final_congestion.png
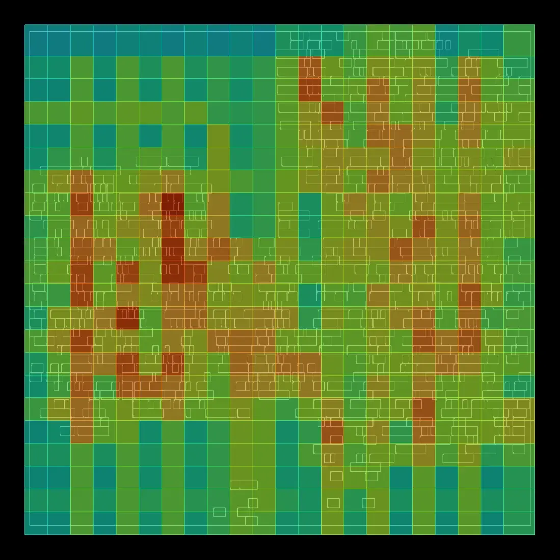
zoom.png
Window x 65 to 90, y 65 to 90 um. Cells in gray, sequential cells in the stronger gray; small squares are vias.
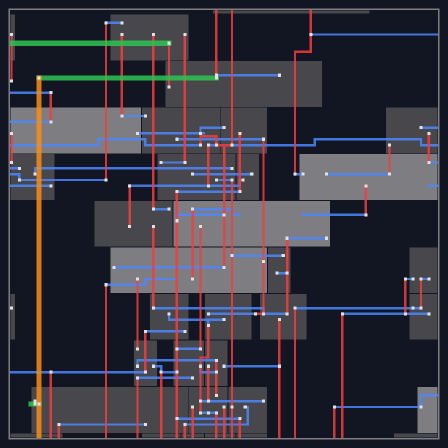
registers.png
Scale: 2 px per um.
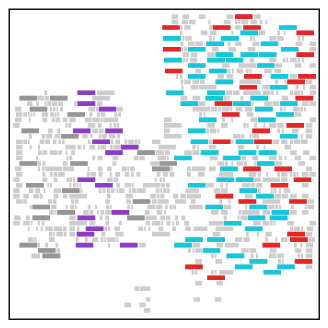
met2.png
Scale: 2 px per um.
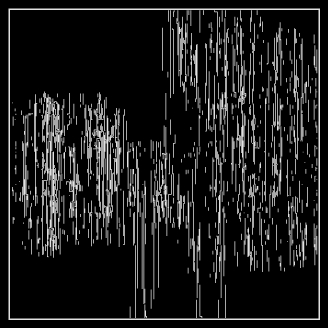
drive_strength.png
Scale: 3 px per um.
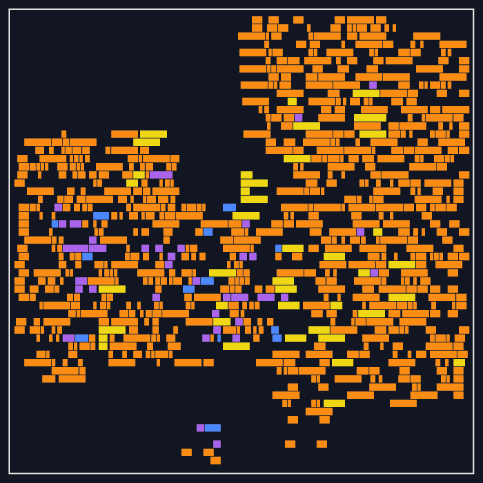
--- src/rtl/fifo_pkg.sv ---
// rtl/fifo_pkg.sv - shared state encoding and buffer sizing for the FIFO burst reader
package fifo_pkg;

  typedef enum logic [1:0] {
    S_IDLE = 2'd0,
    S_RUN  = 2'd1,
    S_DONE = 2'd2
  } state_t;

  localparam int BUF_DEPTH = 3;
  localparam int BUF_CW    = 2;

endpackage

--- src/rtl/stream_buf3.sv ---
// rtl/stream_buf3.sv - 3-entry in-order queue whose head drives the output stream
module stream_buf3
  import fifo_pkg::*;
#(
  parameter int DWIDTH = 32
) (
  input  logic              CLK,
  input  logic              RST,
  input  logic              clr,
  input  logic              push,
  input  logic              pop,
  input  logic [DWIDTH-1:0] din,
  output logic [DWIDTH-1:0] dout,
  output logic [BUF_CW-1:0] count
);

  logic [DWIDTH-1:0] mem [BUF_DEPTH];
  logic              pop_ok;
  logic              push_ok;
  logic [BUF_CW-1:0] wr_idx;

  // a pop needs a word; a push needs a free slot, or one being freed this cycle
  assign pop_ok  = pop & (count != '0);
  assign push_ok = push & ((count != BUF_CW'(BUF_DEPTH)) | pop_ok);
  assign wr_idx  = count - {{(BUF_CW-1){1'b0}}, pop_ok};
  assign dout    = mem[0];

  // shift-toward-head storage: pop moves every entry down, push lands behind the last live entry
  always_ff @(posedge CLK or negedge RST) begin
    if (!RST) begin
      for (int i = 0; i < BUF_DEPTH; i++) mem[i] <= '0;
    end else if (!clr) begin
      for (int i = 0; i < BUF_DEPTH; i++) begin
        if (pop_ok && i < BUF_DEPTH - 1) mem[i] <= mem[i+1];
        if (push_ok && BUF_CW'(i) == wr_idx) mem[i] <= din;
      end
    end
  end

  // occupancy; simultaneous push and pop leave it unchanged
  always_ff @(posedge CLK or negedge RST) begin
    if (!RST) begin
      count <= '0;
    end else if (clr) begin
      count <= '0;
    end else if (push_ok && !pop_ok) begin
      count <= count + 1'b1;
    end else if (pop_ok && !push_ok) begin
      count <= count - 1'b1;
    end
  end

endmodule

--- src/rtl/fifo_burst_reader.sv ---
// rtl/fifo_burst_reader.sv - pops LEN words from a registered-read FIFO and streams them out
module fifo_burst_reader
  import fifo_pkg::*;
#(
  parameter int DWIDTH = 32,
  parameter int LWIDTH = 16
) (
  input  logic              CLK,
  input  logic              RST,
  input  logic              START,
  input  logic [LWIDTH-1:0] LEN,
  input  logic              ABORT,
  output logic              BUSY,
  output logic              DONE,
  output logic              FIFO_RD_EN,
  input  logic [DWIDTH-1:0] FIFO_DOUT,
  input  logic              FIFO_EMPTY,
  output logic              M_VALID,
  output logic [DWIDTH-1:0] M_DATA,
  output logic              M_LAST,
  input  logic              M_READY
);

  state_t            state;
  state_t            state_nxt;
  logic [LWIDTH-1:0] issue_left;
  logic [LWIDTH-1:0] out_left;
  logic              inflight;
  logic [BUF_CW-1:0] buf_count;
  logic [BUF_CW:0]   occupancy;
  logic              hs;
  logic              run_abort;

  // words already committed to the buffer: stored plus the one returning from the FIFO
  assign occupancy = {1'b0, buf_count} + {{BUF_CW{1'b0}}, inflight};
  assign hs        = M_VALID & M_READY;
  assign run_abort = (state == S_RUN) & ABORT;
  assign M_VALID   = (buf_count != '0);
  assign M_LAST    = M_VALID & (out_left == LWIDTH'(1));

  // pop only when a slot is guaranteed for the returning word; no path from M_READY
  assign FIFO_RD_EN = (state == S_RUN) & ~ABORT & ~FIFO_EMPTY & (issue_left != '0)
                    & (occupancy <= (BUF_CW+1)'(2));

  // state register
  always_ff @(posedge CLK or negedge RST) begin
    if (!RST) state <= S_IDLE;
    else      state <= state_nxt;
  end

  // next state and status outputs
  always_comb begin
    state_nxt = state;
    BUSY      = (state != S_IDLE);
    DONE      = (state == S_DONE);
    case (state)
      S_IDLE: if (START) state_nxt = (LEN == '0) ? S_DONE : S_RUN;
      S_RUN: begin
        if (ABORT)                                state_nxt = S_IDLE;
        else if (hs && out_left == LWIDTH'(1))    state_nxt = S_DONE;
      end
      S_DONE:  state_nxt = S_IDLE;
      default: state_nxt = S_IDLE;
    endcase
  end

  // issue/output counters and the read-latency flag
  always_ff @(posedge CLK or negedge RST) begin
    if (!RST) begin
      issue_left <= '0;
      out_left   <= '0;
      inflight   <= 1'b0;
    end else if (state == S_IDLE && START) begin
      issue_left <= LEN;
      out_left   <= LEN;
      inflight   <= 1'b0;
    end else if (run_abort) begin
      issue_left <= '0;
      out_left   <= '0;
      inflight   <= 1'b0;
    end else begin
      if (FIFO_RD_EN) issue_left <= issue_left - 1'b1;
      if (hs)         out_left   <= out_left - 1'b1;
      inflight <= FIFO_RD_EN;
    end
  end

  stream_buf3 #(.DWIDTH(DWIDTH)) u_buf (
    .CLK   (CLK),
    .RST   (RST),
    .clr   (run_abort),
    .push  (inflight),
    .pop   (hs),
    .din   (FIFO_DOUT),
    .dout  (M_DATA),
    .count (buf_count)
  );

endmodule

--- config.mk ---
export PLATFORM = sky130hd
export DESIGN_NAME = fifo_burst_reader
export DESIGN_NICKNAME = d
export VERILOG_FILES = /design/src/rtl/fifo_pkg.sv /design/src/rtl/stream_buf3.sv /design/src/rtl/fifo_burst_reader.sv
export SDC_FILE = /design/constraint.sdc
export NUM_CORES = 1
export LEC_CHECK = 0
export ABC_CLOCK_PERIOD_IN_PS = 2890
export CAP_MARGIN = 30
export CORE_UTILIZATION = 30
export DETAILED_ROUTE_END_ITERATION = 10
export HOLD_SLACK_MARGIN = 0.1
export PLACE_DENSITY = 0.58
export REMOVE_ABC_BUFFERS = 1
export SLEW_MARGIN = 10
export SYNTH_ARGS = -nofsm -noshare
export SYNTH_HDL_FRONTEND = slang
export SYNTH_SLANG_ARGS = --single-unit
export TNS_END_PERCENT = 30
--- constraint.sdc ---
create_clock -name CLK -period 2.89 [get_ports CLK]
set_input_delay 0.578 -clock CLK [delete_from_list [all_inputs] [get_ports CLK]]
set_output_delay 0.578 -clock CLK [all_outputs]
set_load 0.02 [all_outputs]
==> run notes <==
run metrics: Power Sequential=0.00322 W, vias in the first global route=5135, routability cong.=0.783, worst slew pin tran=532 ps, Logic power comb=0.00352 W, RSZ-0062 raised after global routing=no, Worst R2R End=u_buf.dout[0]$_DFFE_PN0P_, Clock net power=0.00222 W, dominant kind of cell=sequential cells, Ant. Diodes=0, met3 wire len=827 um, R2R depth=11, average size of a mapped cell=10.2 sq um, max-cap check violation count=0, die area=23800 sq um, clk_skew=12.3 ps, P_int=0.00559 W, sequential cell area=3330 sq um, crit share post-route=98.0%, post_cts resized=3, flop share of the area=37.8%, PwrDens=1020 nW/um^2, Mux area share=14.6%, ANT nets after route=0, via density per instance=4.92, hold path depth=2, 1st-pass router iterations=4, Worst Setup SP=out_left[10]$_DFFE_PN0P_, Die H=154 um, Switching Fraction=37.6%, Tool Warnings=27, Commonest flop=dfrtp_1, Top Metal Used=met4, setup bufs post-CTS=0, Avg WL per Cell=15.7 um, Seq share, synth=47.9%, met1 WL=7.95 mm, Clock power frac=24.8%, CTS Buf Count=17, ys cells=685, max FFs per register=64, most frequent cell after synthesis=dfrtp_1, Cell Chain, Critical Path=or4_1, nor4_4, and4_1, clkdlybuf4s15_1, WHS=483 ps, peak supply drop=0.376 mV, FMAX=353 MHz, gr usage total=14.7%, highest-power group=combinational cells, CLK BUF=17, Finished Layout Cells=1059, setup TNS=0 ps, H-Tree Depth=4, Inverters=14, first-pass GRT wire length=27.4 mm, most common logic cells in the final layout=133 x dfrtp_1, 87 x clkdlybuf4s50_1, 66 x nand2_1, 64 x mux2i_1, 62 x a21oi_1, Sw Pwr=0.00337 W, Rows=55, Post-synth EDFFs=0, Slew Limit Fails=0, CP endpoint=M_LAST, post-synthesis cell count=685, slowest stage cell on the critical path=or4_1, Crit. path cell count=4, Post-DP HPWL=11.5 mm, clock network area share=6.79%, TAP cells=285, Core ar.=22700 sq um, Area Growth Syn to Fin=26.7%, die x size=154 um, Cell Type Count=71, Sequential Power Share=35.9%, WP data required=2310 ps, Layout fillers=2231, Finish-stage setup viols=0, nonclk buf count=126, drt drc=0, most instantiated logic cell after routing=dfrtp_1, Critical Path Source Type=flip-flop, largest register by flop count=u_buf.mem, total power=0.00896 W, Adder-Cell Fraction of Synth Area=1.26%, yosys aoi share=14.1%, Placed Area=8190 sq um, largest net degree at the start of global routing=60, xor and xnor area share after synthesis=0.504%, Most Crowded Layer GR=met2, Hold Crit Class=flip-flop to flip-flop, Simple Share, Synth=14.8%, clock root cell=clkbuf_16, multi-input combinational area share=36.2%, Crit Path Max Fanout=4, Post-synth top cells=133 x dfrtp_1, 66 x nand2_1, 64 x mux2i_1, Synth Cell Area=6950 sq um, Critical Path End Type=primary output, Clock Path Buffers=2, buffer and inverter count on the worst path=1, area reported by Yosys stat=6950 sq um, Arr. time, crit path=2250 ps, cts hold-fix bufs=1, Cell area leaders=dfrtp_1 48%, mux2i_1 9.2%, mux2_1 5.2%, Worst-path clk slew=60 ps, min-delay src=u_buf.mem[43]$_DFFE_PN0P_, Remaining Overflow, GRT=0, pre-CTS setup slack=-3.23 ps, comb. cell area=3190 sq um, Signal buf overhead=14.6%, metal2 WL=7.71 mm, Iter 0 DRT Violations=292, initial antenna violation count=0, fraction of layout cells with a size suffix above 1=11.5%, r2r setup slk=320 ps, top comb family, area=simple AND/OR/NAND/NOR gates, Port Buffers=90, status=finished, final reports clean, placed cells=1026, Leak=3.96 nW, Comb pwr share=39.3%, flop count=133, CP max stage delay=610 ps, hold worst-path end=u_buf.mem[43]$_DFFE_PN0P_, Slew headroom=64.3%, number of synthesis warnings=0, asr flop ratio synth=100%, crit path time final=2830 ps, M3 GR Usage=3.42%, Final nets=822, WS Path Type=flip-flop to primary output, via count=5213, largest area contributor in the netlist=dfrtp_1, Final Hold Vio Count=0, Dominant cell area share=47.9%, core utilization at floorplan=30.6%, clock tree from TritonCTS=done, Seq cells post-synth=133, io pins=91, R2R Path Start=u_buf.count[0]$_DFFE_PN0P_, Worst-Skew Late Latency=420 ps, mi-comb count=469
Back to the opening pictures, final_congestion.png:
grt met1 use: 19.9%
final core occ: 38.8%

Back to the opening pictures, zoom.png:
Green is met3. Red is met2. Orange is met4. Blue is met1.
Sequential cells in the window: 4. Netlist names of flops here include u_buf.count (2). 25 logic cells have their middle in the window. Most frequent: dfrtp_1 (4), ha_1 (3), buf_4 (3).

Back to the opening pictures, registers.png:
Red is u_buf.dout, flops 32. Purple is out_left, flops 16. Cyan is u_buf.mem, flops 64.

Back to the opening pictures, met2.png:
The wires run mostly vertical. The layer holds 47% of the routed length.
GR met2 Demand/Resource: 23.7%
drt total wl: 16.6 mm

Back to the opening pictures, drive_strength.png:
Orange is drive 1 or less, cells 685, share 89%. Yellow is drive 6 and up, cells 40, share 5.2%. Purple is drive 3 to 4, cells 36, share 4.7%. Blue is drive 2, cells 13, share 1.7%.
Final WS setup: 58.4 ps
post-layout instance area: 8810 sq um

Power is estimated from default activity; no workload was simulated.
